===== src/rtl/ysyx_22050598_cache_refill_if.sv =====
// Signal bundle between the miss-refill FSM and its surroundings: miss request,
// LRU array, tag/data array victim read and fill, and the AXI-like memory bus.
interface ysyx_22050598_cache_refill_if #(
    parameter int DATA_W = 64,
    parameter int BEATS  = 2,
    parameter int SET_W  = 6,
    parameter int TAG_W  = 22
);
    logic                      miss_valid;
    logic                      miss_ready;
    logic [31:0]               miss_addr;
    logic                      miss_done;

    logic [SET_W-1:0]          lru_set_index;
    logic [1:0]                lru_way_i;
    logic                      lru_wen;
    logic [1:0]                lru_way_o;

    logic                      vic_valid;
    logic                      vic_dirty;
    logic [TAG_W-1:0]          vic_tag;
    logic [BEATS*DATA_W-1:0]   vic_line;

    logic                      mem_arvalid;
    logic                      mem_arready;
    logic [31:0]               mem_araddr;
    logic                      mem_rvalid;
    logic [DATA_W-1:0]         mem_rdata;
    logic                      mem_rlast;
    logic                      mem_awvalid;
    logic                      mem_awready;
    logic [31:0]               mem_awaddr;
    logic                      mem_wvalid;
    logic                      mem_wready;
    logic [DATA_W-1:0]         mem_wdata;
    logic                      mem_wlast;
    logic                      mem_bvalid;

    logic                      fill_wen;
    logic [SET_W-1:0]          fill_set;
    logic [1:0]                fill_way;
    logic [TAG_W-1:0]          fill_tag;
    logic [BEATS*DATA_W-1:0]   fill_line;

    // The refill FSM side.
    modport master (
        input  miss_valid, miss_addr, lru_way_i,
        input  vic_valid, vic_dirty, vic_tag, vic_line,
        input  mem_arready, mem_rvalid, mem_rdata, mem_rlast,
        input  mem_awready, mem_wready, mem_bvalid,
        output miss_ready, miss_done, lru_set_index, lru_wen, lru_way_o,
        output mem_arvalid, mem_araddr, mem_awvalid, mem_awaddr,
        output mem_wvalid, mem_wdata, mem_wlast,
        output fill_wen, fill_set, fill_way, fill_tag, fill_line
    );

    // Cache arrays and memory side.
    modport slave (
        output miss_valid, miss_addr, lru_way_i,
        output vic_valid, vic_dirty, vic_tag, vic_line,
        output mem_arready, mem_rvalid, mem_rdata, mem_rlast,
        output mem_awready, mem_wready, mem_bvalid,
        input  miss_ready, miss_done, lru_set_index, lru_wen, lru_way_o,
        input  mem_arvalid, mem_araddr, mem_awvalid, mem_awaddr,
        input  mem_wvalid, mem_wdata, mem_wlast,
        input  fill_wen, fill_set, fill_way, fill_tag, fill_line
    );
endinterface


===== src/rtl/ysyx_22050598_cache_refill.sv =====
// Miss-handling FSM: picks the LRU victim, writes it back if dirty, burst-reads
// the missing line, fills the arrays and commits the LRU update. One miss at a time.
module ysyx_22050598_cache_refill #(
    parameter int DATA_W = 64,
    parameter int BEATS  = 2,
    parameter int SET_W  = 6,
    parameter int TAG_W  = 22
) (
    input  logic clk,
    input  logic rst,
    ysyx_22050598_cache_refill_if.master bus
);
    localparam int OFF_W  = 32 - TAG_W - SET_W;
    localparam int BEAT_W = (BEATS > 1) ? $clog2(BEATS) : 1;
    localparam logic [BEAT_W-1:0] LAST_BEAT = BEAT_W'(BEATS - 1);

    typedef enum logic [3:0] {
        IDLE, VICTIM, WB_AW, WB_W, WB_B, RD_AR, RD_R, FILL, DONE
    } state_t;

    state_t                          state;
    logic [SET_W-1:0]                set_q;
    logic [TAG_W-1:0]                tag_q;
    logic [TAG_W-1:0]                vtag_q;
    logic [1:0]                      way_q;
    logic [BEATS-1:0][DATA_W-1:0]    vline_q;
    logic [BEATS-1:0][DATA_W-1:0]    line_q;
    logic [BEAT_W-1:0]               beat_q;
    logic [BEAT_W-1:0]               next_beat;
    logic                            arvalid_q;
    logic                            awvalid_q;
    logic                            wvalid_q;
    logic                            wlast_q;
    logic [DATA_W-1:0]               wdata_q;
    logic                            fill_wen_q;
    logic                            lru_wen_q;
    logic                            done_q;
    logic                            unused_offset;

    assign next_beat     = beat_q + 1'b1;
    assign unused_offset = ^bus.miss_addr[OFF_W-1:0];

    // NOTE: state and datapath registers use non-blocking assignments so every
    // register samples the pre-edge values, regardless of statement order.
    always_ff @(posedge clk) begin
        // NOTE: the line buffers are plain registers, not a RAM, so they are
        // reset along with the control state; a stale line can never be filled.
        if (!rst) begin
            state      <= IDLE;
            set_q      <= '0;
            tag_q      <= '0;
            vtag_q     <= '0;
            way_q      <= '0;
            vline_q    <= '0;
            line_q     <= '0;
            beat_q     <= '0;
            arvalid_q  <= 1'b0;
            awvalid_q  <= 1'b0;
            wvalid_q   <= 1'b0;
            wlast_q    <= 1'b0;
            wdata_q    <= '0;
            fill_wen_q <= 1'b0;
            lru_wen_q  <= 1'b0;
            done_q     <= 1'b0;
        end else begin
            case (state)
                IDLE: begin
                    if (bus.miss_valid) begin
                        set_q <= bus.miss_addr[OFF_W +: SET_W];
                        tag_q <= bus.miss_addr[31 -: TAG_W];
                        state <= VICTIM;
                    end
                end
                VICTIM: begin
                    // LRU way is combinational on lru_set_index, valid this cycle.
                    way_q   <= bus.lru_way_i;
                    vtag_q  <= bus.vic_tag;
                    vline_q <= bus.vic_line;
                    if (bus.vic_valid && bus.vic_dirty) begin
                        awvalid_q <= 1'b1;
                        state     <= WB_AW;
                    end else begin
                        arvalid_q <= 1'b1;
                        state     <= RD_AR;
                    end
                end
                WB_AW: begin
                    if (bus.mem_awready) begin
                        awvalid_q <= 1'b0;
                        wvalid_q  <= 1'b1;
                        beat_q    <= '0;
                        wdata_q   <= vline_q[0];
                        wlast_q   <= (BEATS == 1);
                        state     <= WB_W;
                    end
                end
                WB_W: begin
                    if (bus.mem_wready) begin
                        if (wlast_q) begin
                            wvalid_q <= 1'b0;
                            wlast_q  <= 1'b0;
                            state    <= WB_B;
                        end else begin
                            beat_q  <= next_beat;
                            wdata_q <= vline_q[next_beat];
                            wlast_q <= (next_beat == LAST_BEAT);
                        end
                    end
                end
                WB_B: begin
                    if (bus.mem_bvalid) begin
                        arvalid_q <= 1'b1;
                        state     <= RD_AR;
                    end
                end
                RD_AR: begin
                    if (bus.mem_arready) begin
                        arvalid_q <= 1'b0;
                        beat_q    <= '0;
                        line_q    <= '0;
                        state     <= RD_R;
                    end
                end
                RD_R: begin
                    if (bus.mem_rvalid) begin
                        line_q[beat_q] <= bus.mem_rdata;
                        beat_q         <= next_beat;
                        // An early rlast leaves the remaining beats at zero.
                        if (bus.mem_rlast || beat_q == LAST_BEAT) begin
                            fill_wen_q <= 1'b1;
                            state      <= FILL;
                        end
                    end
                end
                FILL: begin
                    fill_wen_q <= 1'b0;
                    lru_wen_q  <= 1'b1;
                    done_q     <= 1'b1;
                    state      <= DONE;
                end
                DONE: begin
                    lru_wen_q <= 1'b0;
                    done_q    <= 1'b0;
                    state     <= IDLE;
                end
                default: state <= IDLE;
            endcase
        end
    end

    assign bus.miss_ready    = (state == IDLE);
    assign bus.miss_done     = done_q;
    assign bus.lru_set_index = set_q;
    assign bus.lru_wen       = lru_wen_q;
    assign bus.lru_way_o     = way_q;

    assign bus.mem_arvalid   = arvalid_q;
    assign bus.mem_araddr    = {tag_q, set_q, {OFF_W{1'b0}}};
    assign bus.mem_awvalid   = awvalid_q;
    assign bus.mem_awaddr    = {vtag_q, set_q, {OFF_W{1'b0}}};
    assign bus.mem_wvalid    = wvalid_q;
    assign bus.mem_wdata     = wdata_q;
    assign bus.mem_wlast     = wlast_q;

    assign bus.fill_wen      = fill_wen_q;
    assign bus.fill_set      = set_q;
    assign bus.fill_way      = way_q;
    assign bus.fill_tag      = tag_q;
    assign bus.fill_line     = line_q;
endmodule


===== src/flat_wrapper.sv =====
// flat-port wrapper written by rule: the top's interface ports become plain ports
module ysyx_22050598_cache_refill_flat 
#(
    parameter int DATA_W = 64,
    parameter int BEATS  = 2,
    parameter int SET_W  = 6,
    parameter int TAG_W  = 22
)
  (clk, rst, bus_miss_valid, bus_miss_addr, bus_lru_way_i, bus_vic_valid, bus_vic_dirty, bus_vic_tag, bus_vic_line, bus_mem_arready, bus_mem_rvalid, bus_mem_rdata, bus_mem_rlast, bus_mem_awready, bus_mem_wready, bus_mem_bvalid, bus_miss_ready, bus_miss_done, bus_lru_set_index, bus_lru_wen, bus_lru_way_o, bus_mem_arvalid, bus_mem_araddr, bus_mem_awvalid, bus_mem_awaddr, bus_mem_wvalid, bus_mem_wdata, bus_mem_wlast, bus_fill_wen, bus_fill_set, bus_fill_way, bus_fill_tag, bus_fill_line);
  ysyx_22050598_cache_refill_if #(.DATA_W(DATA_W), .BEATS(BEATS), .SET_W(SET_W), .TAG_W(TAG_W)) bus_i ();
  input  logic clk;
  input  logic rst;
  input wire logic [$bits(bus_i.miss_valid)-1:0] bus_miss_valid;
  input wire logic [$bits(bus_i.miss_addr)-1:0] bus_miss_addr;
  input wire logic [$bits(bus_i.lru_way_i)-1:0] bus_lru_way_i;
  input wire logic [$bits(bus_i.vic_valid)-1:0] bus_vic_valid;
  input wire logic [$bits(bus_i.vic_dirty)-1:0] bus_vic_dirty;
  input wire logic [$bits(bus_i.vic_tag)-1:0] bus_vic_tag;
  input wire logic [$bits(bus_i.vic_line)-1:0] bus_vic_line;
  input wire logic [$bits(bus_i.mem_arready)-1:0] bus_mem_arready;
  input wire logic [$bits(bus_i.mem_rvalid)-1:0] bus_mem_rvalid;
  input wire logic [$bits(bus_i.mem_rdata)-1:0] bus_mem_rdata;
  input wire logic [$bits(bus_i.mem_rlast)-1:0] bus_mem_rlast;
  input wire logic [$bits(bus_i.mem_awready)-1:0] bus_mem_awready;
  input wire logic [$bits(bus_i.mem_wready)-1:0] bus_mem_wready;
  input wire logic [$bits(bus_i.mem_bvalid)-1:0] bus_mem_bvalid;
  output wire logic [$bits(bus_i.miss_ready)-1:0] bus_miss_ready;
  output wire logic [$bits(bus_i.miss_done)-1:0] bus_miss_done;
  output wire logic [$bits(bus_i.lru_set_index)-1:0] bus_lru_set_index;
  output wire logic [$bits(bus_i.lru_wen)-1:0] bus_lru_wen;
  output wire logic [$bits(bus_i.lru_way_o)-1:0] bus_lru_way_o;
  output wire logic [$bits(bus_i.mem_arvalid)-1:0] bus_mem_arvalid;
  output wire logic [$bits(bus_i.mem_araddr)-1:0] bus_mem_araddr;
  output wire logic [$bits(bus_i.mem_awvalid)-1:0] bus_mem_awvalid;
  output wire logic [$bits(bus_i.mem_awaddr)-1:0] bus_mem_awaddr;
  output wire logic [$bits(bus_i.mem_wvalid)-1:0] bus_mem_wvalid;
  output wire logic [$bits(bus_i.mem_wdata)-1:0] bus_mem_wdata;
  output wire logic [$bits(bus_i.mem_wlast)-1:0] bus_mem_wlast;
  output wire logic [$bits(bus_i.fill_wen)-1:0] bus_fill_wen;
  output wire logic [$bits(bus_i.fill_set)-1:0] bus_fill_set;
  output wire logic [$bits(bus_i.fill_way)-1:0] bus_fill_way;
  output wire logic [$bits(bus_i.fill_tag)-1:0] bus_fill_tag;
  output wire logic [$bits(bus_i.fill_line)-1:0] bus_fill_line;
  assign bus_i.miss_valid = bus_miss_valid;
  assign bus_i.miss_addr = bus_miss_addr;
  assign bus_i.lru_way_i = bus_lru_way_i;
  assign bus_i.vic_valid = bus_vic_valid;
  assign bus_i.vic_dirty = bus_vic_dirty;
  assign bus_i.vic_tag = bus_vic_tag;
  assign bus_i.vic_line = bus_vic_line;
  assign bus_i.mem_arready = bus_mem_arready;
  assign bus_i.mem_rvalid = bus_mem_rvalid;
  assign bus_i.mem_rdata = bus_mem_rdata;
  assign bus_i.mem_rlast = bus_mem_rlast;
  assign bus_i.mem_awready = bus_mem_awready;
  assign bus_i.mem_wready = bus_mem_wready;
  assign bus_i.mem_bvalid = bus_mem_bvalid;
  assign bus_miss_ready = bus_i.miss_ready;
  assign bus_miss_done = bus_i.miss_done;
  assign bus_lru_set_index = bus_i.lru_set_index;
  assign bus_lru_wen = bus_i.lru_wen;
  assign bus_lru_way_o = bus_i.lru_way_o;
  assign bus_mem_arvalid = bus_i.mem_arvalid;
  assign bus_mem_araddr = bus_i.mem_araddr;
  assign bus_mem_awvalid = bus_i.mem_awvalid;
  assign bus_mem_awaddr = bus_i.mem_awaddr;
  assign bus_mem_wvalid = bus_i.mem_wvalid;
  assign bus_mem_wdata = bus_i.mem_wdata;
  assign bus_mem_wlast = bus_i.mem_wlast;
  assign bus_fill_wen = bus_i.fill_wen;
  assign bus_fill_set = bus_i.fill_set;
  assign bus_fill_way = bus_i.fill_way;
  assign bus_fill_tag = bus_i.fill_tag;
  assign bus_fill_line = bus_i.fill_line;
  ysyx_22050598_cache_refill #(.DATA_W(DATA_W), .BEATS(BEATS), .SET_W(SET_W), .TAG_W(TAG_W)) u_core (.clk(clk), .rst(rst), .bus(bus_i));
endmodule

===== config.mk =====
export PLATFORM = sky130hd
export DESIGN_NAME = ysyx_22050598_cache_refill_flat
export DESIGN_NICKNAME = d
export VERILOG_FILES = /design/src/rtl/ysyx_22050598_cache_refill_if.sv /design/src/rtl/ysyx_22050598_cache_refill.sv /design/src/flat_wrapper.sv
export SDC_FILE = /design/constraint.sdc
export NUM_CORES = 1
export LEC_CHECK = 0
export CAP_MARGIN = 40
export CORE_AREA = 2 2 216 218
export CTS_CLUSTER_SIZE = 10
export DETAILED_ROUTE_END_ITERATION = 12
export DIE_AREA = 0 0 218 220
export SLEW_MARGIN = 10
export SYNTH_ARGS = -nofsm -noshare
export SYNTH_HDL_FRONTEND = slang
export SYNTH_SLANG_ARGS = --single-unit

===== constraint.sdc =====
create_clock -name clk -period 2.1 [get_ports clk]
set_input_delay 0.315 -clock clk [delete_from_list [all_inputs] [get_ports clk]]
set_output_delay 0.315 -clock clk [all_outputs]
set_load 0.01 [all_outputs]

==> GITHUB_STEP_SUMMARY <==
## PnR job results

| Metric | Value |
|---|---|
| Top-area cell share | 50.7% |
| Status | finished, final reports clean |
| Insertion delay at the late pin of the worst-skew pair | 0.57 ns |
| Critical path class | reg -> out |
| Top comb family, area | AND-OR/OR-AND gates |
| Synth Seq Share | 50.7% |
| Pleak | 0.00758 µW |
| Final std cells w/o fill | 2729 |
| Die width | 218 µm |
| Max-cap violations | 0 |
| Total GRT Usage | 20.3% |
| Core Area | 0.0459 mm² |
| FF-to-FF setup slack | 0.11 ns |
| Syn Inst Count | 1620 |
| Yosys Instances | 1620 |
| I/O pin count | 561 |
| Netlist cell types | 52 |
| Vias in the first global route | 13100 |
| Tot Pwr | 23400 µW |
| Post-DP HPWL | 36200 µm |
| Critical path capture point type | primary output |
| Unrepaired setup endpoints after global routing | false |
| Tmin final | 2.02 ns |
| Synth Cell Area | 0.0151 mm² |
| Area fraction in xor and xnor cells | 0% |
| Hold WC Path Type | in -> reg |
| Simple share | 16.1% |
| Num CTS Buffers | 46 |
| GPL Wtd Cong | 0.819 |
| Pwr/cell area | 1040 mW/mm² |
| Reg clk slew, reported paths | 0.06 ns |
| Cell with the most instances after synthesis | dfxtp_1 |
| Post-DP Area | 0.0212 mm² |
| # placed instances | 2664 |
| Dominant flop cell | dfxtp_1 |
| Initial antenna violation count | 6 |
| GR Overflow Total | 0 |
| Post-CTS resize count | 6 |
| Worst setup SP type | flop |
| Drt pass-1 iters | 4 |
| Post-route cell area | 0.0225 mm² |
| DRT antenna net count | 0 |
| Largest net degree at the start of global routing | 92 |
| DRC viols | 0 |
| Post-synth EDFFs | 0 |
| Top post-synthesis cells by count | dfxtp_1, nand2_1, a21oi_1 |
| First-pass GRT wire length | 76000 µm |
| Final Max Slew Viols | 0 |
| Ys flops | 383 |
| Worst Skew | 0.0209 ns |
| Synth warn | 0 |
| Final worst slack | 0.0762 ns |
| VDD IR max | 0.663 mV |
| Fin Hold WS | 0.293 ns |
| Starting Density | 33.0% |
| Crit path max fanout | 7 |
| Rel. slew slack | 66.0% |
| Worst-margin pin slew | 0.497 ns |
| CTS tree | built |
| Clk buf depth | 3 |
| Setup violators final | 0 |
| Synth area leader | dfxtp_1 |
| Sum Neg Setup Slack | 0 ns |
| Async set-reset flop share out of synthesis | 0% |
| # nets final | 2364 |
| Port Buffers | 548 |
| Cycle use final | 96.4% |
| Root Buffer | clkbuf_16 |
| Htree depth | 2 |
state kept, by name, summed over array words and instances, names as in the netlist:
signal                  cells
u_core.bus.fill_line      128
u_core.vline_q            128
u_core.bus.mem_wdata       64
u_core.bus.fill_tag        22
u_core.vtag_q              22
u_core.bus.fill_set         6
u_core.state                4
u_core.bus.fill_way         2
u_core.beat_q               1
u_core.bus.fill_wen         1
u_core.bus.lru_wen          1
u_core.bus.mem_arvalid      1
u_core.bus.mem_awvalid      1
u_core.bus.mem_wlast        1
u_core.bus.mem_wvalid       1
worst paths after layout:
path,from,cells past startpoint,end
worst max-delay path,u_core.state[1]$_SDFFE_PN0P_,3,bus_miss_ready
worst max register to register,u_core.state[1]$_SDFFE_PN0P_,6,u_core.beat_q$_SDFFE_PN0P_
worst min-delay path,bus_vic_tag[6],3,u_core.vtag_q[6]$_SDFFE_PN0N_
worst min register to register,u_core.vline_q[48]$_SDFFE_PN0N_,2,u_core.vline_q[48]$_SDFFE_PN0N_
report_power, final:
part	internal, µW	total [µW]	switching [µW]
registers	8400	9040	640
logic	3220	7150	3930
clock network	4230	7180	2950
total	15900	23400	7520
area by class of cell:
type	count	area (µm²)	area share [%]
multi-input cells	1052	6380	28.4
repair buffers	614	6330	28.1
flip-flops and latches	383	7670	34.1
clock inverters	4	51.3	0.228
diodes	2	5.00	0.0223
inverters	8	37.5	0.167
clock buffers	59	1250	5.57
well taps	607	759	3.38
worst max-delay path, cell delays in order, from the launching register on:
cell and delay [ns]:
dfxtp_2 0.36, or4_4 0.57, inv_2 0.08, buf_2 0.14
metal layers:
| metal | GRT usage (%) | routed length, µm |
|---|---|---|
| met3 | 8.24 | 5130 |
| met4 | 6.42 | 1160 |
| met1 | 25.1 | 21200 |
| met5 | 0 | 54 |
| met2 | 32.2 | 22900 |
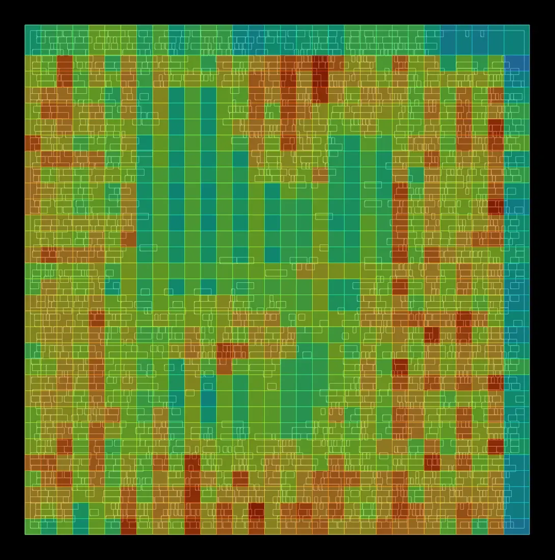
Fig. 1. Congestion heat map.
M1 GR Usage: 25.1%
Util after Layout: 49.0%
DR WL/cell: 18.5 µm

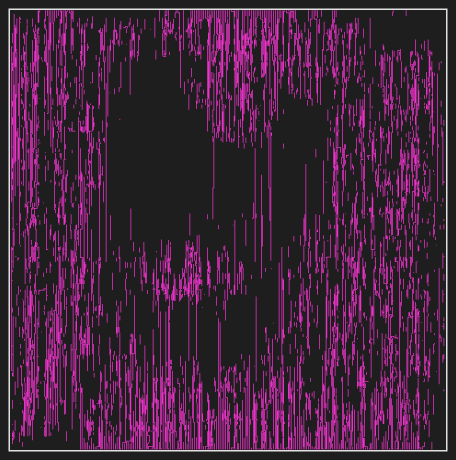
Fig. 2. Signal wires on met2.
Scale: 2 px per µm.
- nets with wire on the layer: 2017
- longest straight run: 114 µm
- wire length on this layer: 22.9 mm
- main direction: vertical
Vias: 13100
met2 GRT Util: 32.2%

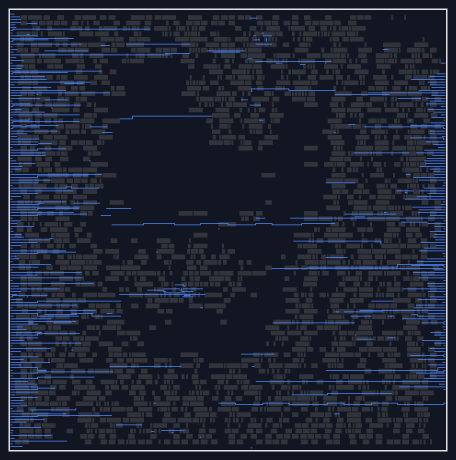
Fig. 3. The metal 3 layer.
Scale: 2 px per µm. Cells faint in the background.
- wire length on this layer: 5130 µm
- main direction: horizontal
- nets with wire on the layer: 330
Routed WL: 50400 µm
GR Layer Usage met3: 8.24%

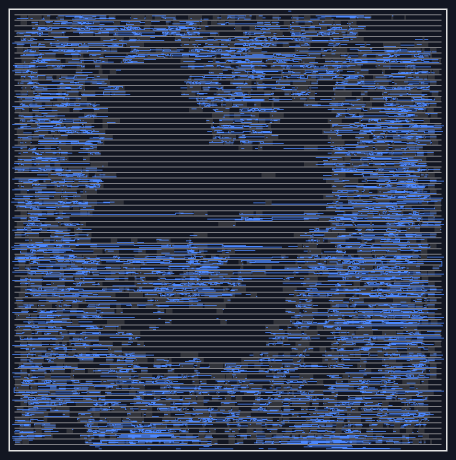
Fig. 4. Signal wires on met1.
Scale: 2 px per µm. Supply wires on this layer in gray. Cells faint in the background.
- wire length on this layer: 21.2 mm
- main direction: horizontal
- nets with wire on the layer: 2104
- longest straight run: 63.9 µm

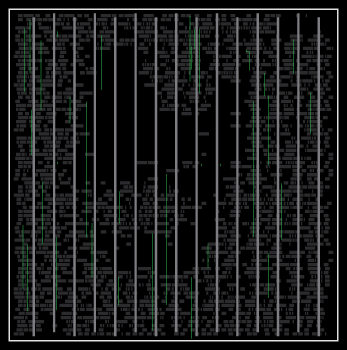
Fig. 5. Metal 4.
Scale: 1.5 px per µm. Supply wires on this layer in gray. Cells faint in the background.
- wire length on this layer: 1160 µm
- share of all routed wire: 2.3%
- nets with wire on the layer: 19
- main direction: vertical
- longest straight run: 90.4 µm

Power and IR drop assume default switching activity.
